Fig. 1: run 1, logic cells by family
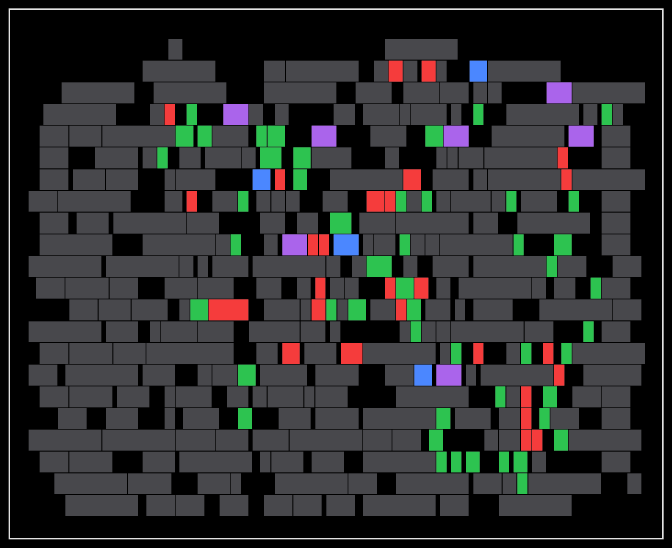
Fig. 2: run 1, track usage over the die
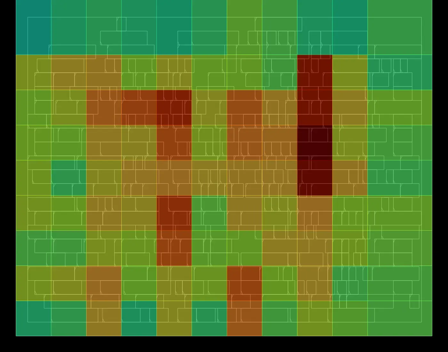
Fig. 3: run 1, placed cells, one color a class
The bar under the picture is 20 um long.
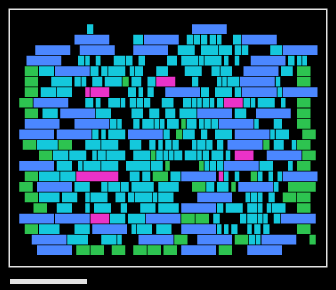
==> config.mk <==
export PLATFORM = sky130hd
export DESIGN_NAME = sort_engine_p
export DESIGN_NICKNAME = d
export VERILOG_FILES = /design/src/rtl/sort_engine_p.sv
export SDC_FILE = /design/constraint.sdc
export NUM_CORES = 1
export LEC_CHECK = 0
export CORE_ASPECT_RATIO = 0.8
export CORE_MARGIN = 2
export CORE_UTILIZATION = 59
export CTS_CLUSTER_DIAMETER = 150
export DETAILED_ROUTE_END_ITERATION = 12
export GPL_TIMING_DRIVEN = 0
export HOLD_SLACK_MARGIN = 0.05
export PLACE_DENSITY = 0.85
export SYNTH_ARGS = -nofsm -noshare
export SYNTH_HDL_FRONTEND = slang
export SYNTH_SLANG_ARGS = --single-unit
==> constraint.sdc <==
create_clock -name clk -period 3.75 [get_ports clk]
set_input_delay 1.125 -clock clk [delete_from_list [all_inputs] [get_ports clk]]
set_output_delay 1.125 -clock clk [all_outputs]
set_load 0.02 [all_outputs]
==> results.json, run 1 <==
{
  "vias": 2204,
  "insertion_delay_ns": 0.31,
  "hold_slack_ns": 0.482,
  "status": "complete, no violations",
  "num-fill-cells": 356,
  "r2r_setup_slack_ns": 0.84,
  "simple_gate_area_share_pct": 13.6,
  "fin_worst_skew_ns": 0.00804,
  "clk_root_buffer_cell": "sky130_fd_sc_hd__clkbuf_8",
  "finish.net_count": 353,
  "cts_made_buffers": 5,
  "cts.repair_timing.setup_buffer_count": 0,
  "synth_top_cell_by_count": "sky130_fd_sc_hd__dfrtp_1",
  "syn_inst": 276,
  "synth_cell_types": 51,
  "clkTransAtPathRegs_ns": 0.09,
  "tightest_slew_ns": 1.00,
  "grt_most_used_layer": "met2",
  "post_synth_xor_area_fraction_pct": 2.15,
  "count_of_library_flops_with_an_enable_pin": 0,
  "gr-total-overflow": 0,
  "slew_headroom_pct": 32.7,
  "synth.net_count": 306,
  "rsz0062_at_grt": "no",
  "p_leak_nw": 1.56,
  "yosysWarningCount": 0,
  "antenna_cells": 0,
  "ys_sh_mux_pct": 12.8,
  "synth_chip_area_sq_um": 2850,
  "finalMaxSlewViolations": 0,
  "ys_sh_adder_pct": 7.47,
  "timing_worst_setup_path_type": "in2reg",
  "io_pins": 40,
  "route.detailed.drc": 0,
  "cts.hold.buffers_added": 0,
  "synth_area_sq_um": 2850,
  "power_per_cell_area_nw_per_um2": 852,
  "port-buffer-count": 39,
  "top_logic_kind": "AND-OR/OR-AND gates",
  "cap_viol_max_count": 0,
  "hold_violations": 0,
  "post-dp-hpwl_um": 4250,
  "drtPass1Iterations": 4,
  "finalPower_mw": 2.93,
  "ys_cells": 276,
  "area_growth_synth_to_finish_pct": 20.6,
  "tmin_final_ns": 3.18,
  "netlist_top_cells_count": "sky130_fd_sc_hd__dfrtp_1, sky130_fd_sc_hd__nand2_1, sky130_fd_sc_hd__mux2_2, sky130_fd_sc_hd__o21ai_0",
  "synth_area_leader_cell": "sky130_fd_sc_hd__dfrtp_1",
  "die.size.x_um": 81.7,
  "fp_util_pct": 61.6,
  "detailedRoute.firstIterationViolations": 180,
  "clock_tree.htree_level_count": 2,
  "grt.total_usage_pct": 24.3,
  "tritoncts": "yes",
  "cts.path.max_buffers": 2,
  "ys.flops": 50,
  "die.size.y_um": 66.1,
  "clock_sink_count": 50
}
About Fig. 1:
family	color	cells
nor cells	red	27
xor and xnor cells	purple	7
and/or cells	blue	4
nand cells	green	49
Commonest Layout Cell: sky130_fd_sc_hd__dfrtp_1
non-filler cells in the finished layout: 384
share of the final layout cell area in multi-input gates: 43.3%

About Fig. 2:
M1 GR Usage: 35.0%
global-route met2 utilization: 36.7%
final core utilization: 74.2%
Global Route met3 Usage: 4.78%

About Fig. 3:
class	color	cells	share of their area
registers	blue	50	37%
remaining logic cells	cyan	216	46%
clock drivers and dummy loads	magenta	8	3.2%
remaining buffers and delay cells	green	50	14%
Core Area: 4620 sq um
total non-filler cell area in the finished layout: 3430 sq um
Placement Rows: 22
Seq/total area: 36.4%

-- run 1: critical path, stage by stage --
cell                              delay [ns]
sky130_fd_sc_hd__clkdlybuf4s50_1        0.45
sky130_fd_sc_hd__ha_1                   0.34
sky130_fd_sc_hd__nor2b_4                0.13
sky130_fd_sc_hd__o211ai_2               0.14
sky130_fd_sc_hd__a21oi_2                0.10
sky130_fd_sc_hd__o31a_4                 0.30
sky130_fd_sc_hd__o22ai_2                0.39
sky130_fd_sc_hd__mux2_2                 0.40
-- run 1: power by group --
group          switching (mW)  leakage (nW)  internal (mW)
combinational           0.816         0.900          0.794
sequential              0.168         0.608          0.770
clock                   0.178        0.0524          0.200
-- run 1: layout make-up --
| cell class | count | area [sq um] | area share [%] |
|---|---|---|---|
| inverters | 16 | 60.1 | 1.75 |
| multi-input cells | 200 | 1490 | 43.3 |
| well taps | 60 | 75.1 | 2.19 |
| clock buffers | 7 | 76.3 | 2.22 |
| repair buffers | 40 | 405 | 11.8 |
| flip-flops and latches | 50 | 1250 | 36.4 |
| plain buffers | 10 | 50.0 | 1.46 |
| clock inverters | 1 | 30.0 | 0.875 |
-- run 1: routing by layer --
metal | part of all wire (%) | vias to the layer above
met1 | 48 | 1046
met4 | 2.0 | 0
met2 | 45 | 64
li1 | - | 1080
met5 | 0 | -
met3 | 5.2 | 14
-- run 1: per-stage QoR --
stage	instances	area, sq um	setup WS (ns)
floorplan	276	2850	0.856
global placement	375	3310	0.0713
detailed placement	376	3330	0.273
CTS	384	3430	0.582
global route	384	3430	0.472
finish	384	3430	0.569
-- run 1: cell families after synthesis --
logic type,Yosys count
AOI/OAI and AO/OA,66
xor gates and xnor gates,7
adders and majority gates,17
buffers and inverters,26
DFF,50
muxes,30
and+or+nand+nor,80
==> run 2: changes to the inputs <==
--- a/config.mk
+++ b/config.mk
@@ -7,12 +7,12 @@
 export LEC_CHECK = 0
 export CORE_ASPECT_RATIO = 0.8
 export CORE_MARGIN = 2
-export CORE_UTILIZATION = 59
+export CORE_UTILIZATION = 49
 export CTS_CLUSTER_DIAMETER = 150
 export DETAILED_ROUTE_END_ITERATION = 12
 export GPL_TIMING_DRIVEN = 0
 export HOLD_SLACK_MARGIN = 0.05
-export PLACE_DENSITY = 0.85
+export PLACE_DENSITY = 0.76
 export SYNTH_ARGS = -nofsm -noshare
 export SYNTH_HDL_FRONTEND = slang
 export SYNTH_SLANG_ARGS = --single-unit
==> constraint.sdc (replaced) <==
create_clock -name clk -period 2.6 [get_ports clk]
set_input_delay 0.78 -clock clk [delete_from_list [all_inputs] [get_ports clk]]
set_output_delay 0.78 -clock clk [all_outputs]
set_load 0.02 [all_outputs]
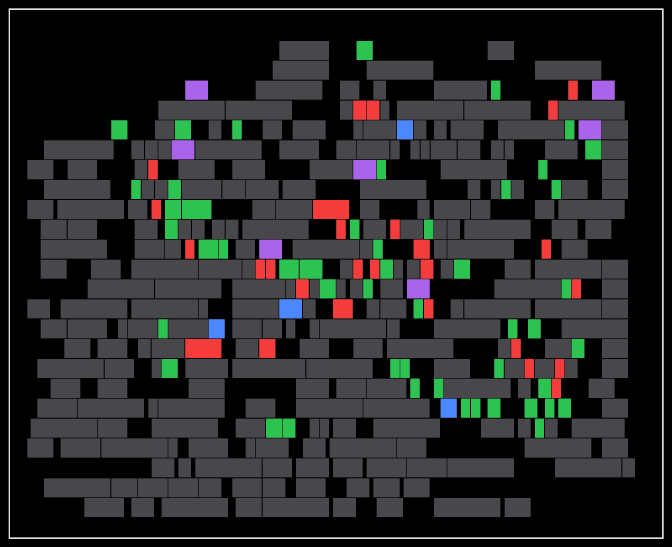
Fig. 4. Logic cells by family (run 2).
family	color	cells
nand cells	green	49
xor and xnor cells	purple	7
nor cells	red	27
and/or cells	blue	4
share of the final layout cell area in multi-input gates: 45.6%
non-filler cells in the finished layout: 406

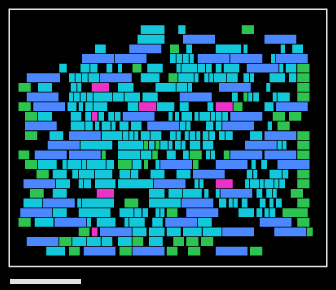
Fig. 5. Placed cells, one color a class (run 2).
The bar under the picture is 20 um long.
class	color	cells	share of their area
registers	blue	50	35%
remaining buffers and delay cells	green	54	14%
remaining logic cells	cyan	217	49%
clock drivers and dummy loads	magenta	7	2.2%
Seq/total area: 34.5%
Core Area: 5530 sq um
final core utilization: 65.6%
Placement Rows: 24
total non-filler cell area in the finished layout: 3630 sq um

==> results.json, run 2 <==
{
  "status": "complete, no violations",
  "grt.total_usage_pct": 21.1,
  "ys.flops": 50,
  "tritoncts": "yes",
  "place.detailed.instances": 394,
  "die.size.y_um": 72.2,
  "synth_area_leader_cell": "sky130_fd_sc_hd__dfrtp_1",
  "synth_area_sq_um": 2850,
  "part_of_the_cycle_the_worst_path_needs_pct": 97.1,
  "global_route.usage.met3_pct": 3.64,
  "post-dp-hpwl_um": 4230,
  "m1WireLength_um": 3200,
  "synth_top_cell_by_count": "sky130_fd_sc_hd__dfrtp_1",
  "global_route.usage.met1_pct": 32.0,
  "area_growth_synth_to_finish_pct": 27.4,
  "detailedRoute.firstIterationViolations": 131,
  "antenna_cells": 0,
  "r2r_setup_slack_ns": 0.08,
  "cts.repair_timing.setup_buffer_count": 1,
  "hold_violations": 0,
  "power_per_cell_area_nw_per_um2": 1200,
  "cts.hold.buffers_added": 0,
  "slew_headroom_pct": 32.6,
  "syn_inst": 276,
  "drtPass1Iterations": 5,
  "final_layout_top_logic_cell": "sky130_fd_sc_hd__dfrtp_1",
  "clk_root_buffer_cell": "sky130_fd_sc_hd__clkbuf_8",
  "gr-total-overflow": 0,
  "fin_worst_skew_ns": 0.0128,
  "powerComb_mw": 2.57,
  "grt_most_used_layer": "met1",
  "power-top-group": "combinational logic",
  "cts.path.max_buffers": 2,
  "cts_made_buffers": 5,
  "met3WireLength_um": 253,
  "yosysWarningCount": 0,
  "cap_viol_max_count": 0,
  "port-buffer-count": 39,
  "clock_sink_count": 50,
  "tightest_slew_ns": 1.00,
  "vias": 2266,
  "clock_tree.htree_level_count": 2,
  "synth_chip_area_sq_um": 2850,
  "io_pins": 40,
  "worst_setup_path_end_kind": "flop",
  "p_leak_nw": 1.60,
  "cell_internal_pwr_mw": 2.55,
  "power.switching_fraction_pct": 41.5,
  "finalPower_mw": 4.36,
  "synth.net_count": 306,
  "route.detailed.drc": 0,
  "count_of_library_flops_with_an_enable_pin": 0,
  "switchingPower_mw": 1.81,
  "tmin_final_ns": 2.52,
  "pwr.group.sequential_mw": 1.35,
  "timing_worst_setup_path_type": "reg2reg",
  "num-fill-cells": 451,
  "pwr-share-comb_pct": 58.9,
  "die.size.x_um": 89.2,
  "route.top_layer_used": "met4",
  "clkTransAtPathRegs_ns": 0.10,
  "global_route.usage.met2_pct": 30.0,
  "netlist_top_cells_count": "sky130_fd_sc_hd__dfrtp_1, sky130_fd_sc_hd__nand2_1, sky130_fd_sc_hd__mux2_2, sky130_fd_sc_hd__o21ai_0",
  "synth_cell_types": 51,
  "fp_util_pct": 51.5,
  "sequential_fraction_of_design_power_pct": 31.0,
  "tool_warnings": 27,
  "finish.net_count": 358,
  "finalMaxSlewViolations": 0,
  "ys_cells": 276
}
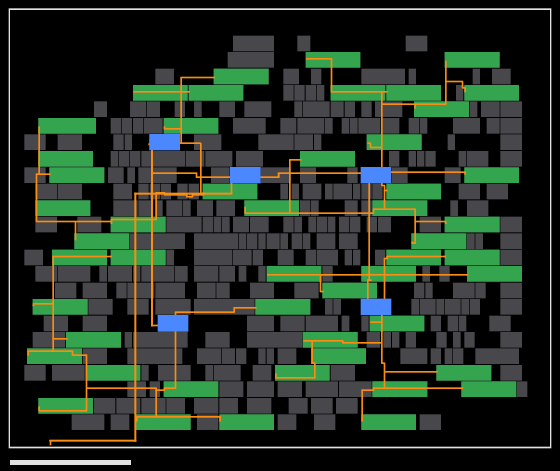
Fig. 6. Clock distribution (run 2).
The bar under the picture is 20 um long.
[clock-net drivers] blue | count: 5
[clock wires] orange | length: 648 um
[flip-flops] green | count: 50
routed clock nets	6
clock group total power: 0.443 mW
clock insertion delay at the later pin of the skew report: 0.31 ns
clock network fraction of total power: 10.1%

-- run 2: cell counts after synthesis --
No cell type changed its count.
-- run 2: metrics by stage --
stage | TNS [ns] | hold WS [ns] | worst slack [ns] | area, sq um
2_1_floorplan | 0 | 0.484 | 0.0515 | 2850
3_3_place_gp | -47.94 | 0.459 | -0.760 | 3330
3_5_place_dp | -10.24 | 0.482 | -0.564 | 3350
4_1_cts | 0 | 0.450 | 0.00521 | 3530
5_1_grt | -0.0411 | 0.473 | -0.0179 | 3630
6_report | 0 | 0.432 | 0.0762 | 3630
-- run 2: cell families after synthesis --
group / after synthesis / synth area share [%]
AND-OR/OR-AND: 66 / 16.2
XOR/XNOR: 7 / 2.15
adder cells (fa/ha/maj): 17 / 7.47
buffers and inverters: 26 / 3.87
flip-flops: 50 / 44.0
multiplexers: 30 / 12.8
AND/OR/NAND/NOR: 80 / 13.6
-- run 2: area by class of cell --
type                            count  area [sq um]  area share [%]
Buffer                             10          52.6            1.45
Clock buffer                        5          68.8            1.90
Clock inverter                      2          10.0           0.276
Inverter                           16          60.1            1.66
Multi-Input combinational cell    201          1650            45.6
Sequential cell                    50          1250            34.5
Tap cell                           78          97.6            2.69
Timing Repair Buffer               44           432            11.9
-- run 2: critical path, cell delays in order (launching register included) --
cell	delay [ns]
sky130_fd_sc_hd__dfrtp_1	0.42
sky130_fd_sc_hd__ha_2	0.22
sky130_fd_sc_hd__nand2_2	0.09
sky130_fd_sc_hd__xnor2_1	0.15
sky130_fd_sc_hd__ha_2	0.40
sky130_fd_sc_hd__buf_4	0.14
sky130_fd_sc_hd__o211ai_2	0.13
sky130_fd_sc_hd__and3_1	0.21
sky130_fd_sc_hd__o21ai_0	0.22
sky130_fd_sc_hd__o311ai_2	0.16
sky130_fd_sc_hd__mux2_2	0.28
Power is estimated from default activity; no workload was simulated.
